Fig. 1: cell area per tile
The die is cut into 30 by 30 equal tiles; white is low, dark blue is high, 0 to 100% covered.
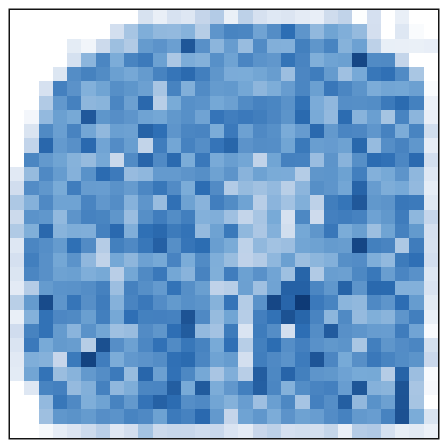
Fig. 2: metal 2
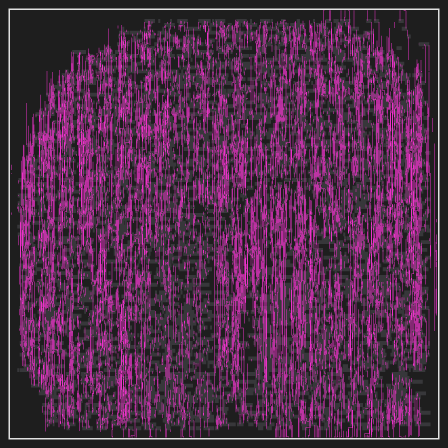
==> config.mk <==
export PLATFORM = sky130hd
export DESIGN_NAME = ex_mdu_stage
export DESIGN_NICKNAME = d
export VERILOG_FILES = /design/src/rtl/ex_mdu_stage_pkg.sv /design/src/rtl/ex_mdu_stage_divider.sv /design/src/rtl/ex_mdu_stage.sv
export SDC_FILE = /design/constraint.sdc
export NUM_CORES = 2
export LEC_CHECK = 0
export CELL_PAD_IN_SITES_DETAIL_PLACEMENT = 0
export CELL_PAD_IN_SITES_GLOBAL_PLACEMENT = 1
export CORE_MARGIN = 5
export CORE_UTILIZATION = 51
export DETAILED_ROUTE_END_ITERATION = 6
export PLACE_DENSITY_LB_ADDON = 0.1
export SLEW_MARGIN = 10
export SYNTH_ARGS = -nofsm -noshare
export SYNTH_HDL_FRONTEND = slang
export SYNTH_HIERARCHICAL = 1
export SYNTH_SLANG_ARGS = --single-unit
export TNS_END_PERCENT = 100
==> constraint.sdc <==
create_clock -name clk -period 11.86 [get_ports clk]
set_input_delay 1.779 -clock clk [delete_from_list [all_inputs] [get_ports clk]]
set_output_delay 1.779 -clock clk [all_outputs]
set_load 0.02 [all_outputs]
==> impl_metrics.py <==
# Auto-generated metrics
metrics = {
    "run_status": {
        "outcome": "completed",
    },
    "global_route": {
        "track_usage_pct": 26.6,
        "grt_pass1_vias": 33155,
        "gr-total-overflow": 0,
        "antenna_found_initial": 5,
    },
    "timing": {
        "finClkSkew_ps": 15.0,
        "fin_crit_sh_pct": 88.8,
        "rsz0062_at_grt": "false",
        "worst_slack_ps": 1330,
        "hold_violations": 0,
        "setup-violations-final": 0,
        "max_freq_mhz": 95.0,
        "tightest_slew_ps": 1240,
        "holdWs_ps": 459,
        "finalMaxSlewViolations": 0,
    },
    "place": {
        "hpwl_mm": 98.6,
        "place_inst": 5760,
        "dpl_worst_slack_ps": 742,
        "place.gp.congestion": 0.880,
        "port_buffers": 116,
        "dpl_cell_area_um2": 45400,
    },
    "cts": {
        "cts_tree": "built",
        "clk_latency_ps": 420,
        "post_cts_buffers": 0,
        "postCtsHoldBufs": 0,
        "clk_pin_slew_ps": 60,
        "cts_max_level": 4,
    },
    "hold_path": {
        "whs_path_depth": 2,
        "hp-class": "flip-flop to flip-flop",
    },
    "layout": {
        "lay_top_count": "inv_1",
        "fin_nets": 6115,
        "design_area_um2": 46000,
        "area_delta_synth_final_pct": 7.16,
        "final-instance-count-excl-fill": 5796,
        "largest_reg_flops": 64,
    },
    "synth": {
        "syn_inst": 4697,
        "logic_family": "adder cells",
        "async_flop_share_pct": 0,
        "synth.avg_cell_area_um2": 9.14,
        "synthAoiAreaFrac_pct": 4.03,
        "synth_seq_share_pct": 6.95,
        "synth-main-ff-cell": "edfxtp_1",
        "ys_cells": 4697,
        "xor_share_pct": 1.63,
        "netlist_area_um2": 42900,
        "area_leaders": "fa_1 (52%), inv_1 (10%), nand2_1 (7.1%)",
        "ys_area_um2": 42900,
        "ys_sh_mux_pct": 0.863,
        "top_cell_area_share_pct": 52.5,
        "yosys_warnings": 6,
        "fa_ha_area_share_pct": 58.7,
        "numSynthFlops": 117,
        "synth_top_cell_by_area": "fa_1",
    },
    "floorplanning": {
        "ios": 117,
        "rows": 106,
        "dieArea_um2": 90100,
    },
    "critical_path": {
        "critPathLaunchType": "primary input",
        "crit_path_end_kind": "flip-flop",
        "critPathMaxStageDelay_ps": 770,
        "path_depth": 26,
        "crit_family": "adder cells",
        "reg2reg_depth": 6,
        "crit_top_cell": "fa_1",
        "crit_arrival_ps": 10680,
        "required_ps": 12010,
        "crit_fanout": 9,
        "slowest_stage": "fa_1",
    },
    "route": {
        "first_iter_violations": 1442,
        "wl_per_cell_um": 19.9,
        "drt_pass1_iterations": 5,
        "drc_errors": 0,
    },
    "run": {
        "warnings": 27,
        "max-cap-violations": 0,
    },
}
About Fig. 1:
mean over tiles = 50%
nearly empty tiles = 5.8%
emptiest ninth of the die = upper left
tiles over 75% full = 7.1%
Core Util at FP: 51.4%
Core Region: 83600 µm²
final core occ: 55.0%

About Fig. 2:
nets with wire on the layer = 5096
longest straight run = 132 µm
share of all routed wire = 49%
M2 GR Usage: 45.1%
final wirelength: 115 mm
Vias: 30216

==> layer usage <==
| layer | GRT usage (%) | up-vias | routed length, µm |
|---|---|---|---|
| met5 | 0 | - | 0 |
| met4 | 3.62 | 0 | 1520 |
| met3 | 2.44 | 91 | 5130 |
| met2 | 45.1 | 690 | 56600 |
| met1 | 38.7 | 15958 | 52100 |
| li1 | - | 13477 | - |
==> layout make-up <==
cell class | instances | area, µm²
fillers | 7807 | 37600
multi-input cells | 3143 | 34500
inverters | 1189 | 4460
flip-flops and latches | 117 | 2980
repair buffers | 231 | 2080
well taps | 1080 | 1350
clock buffers | 20 | 468
clock inverters | 12 | 138
diodes | 4 | 10.0
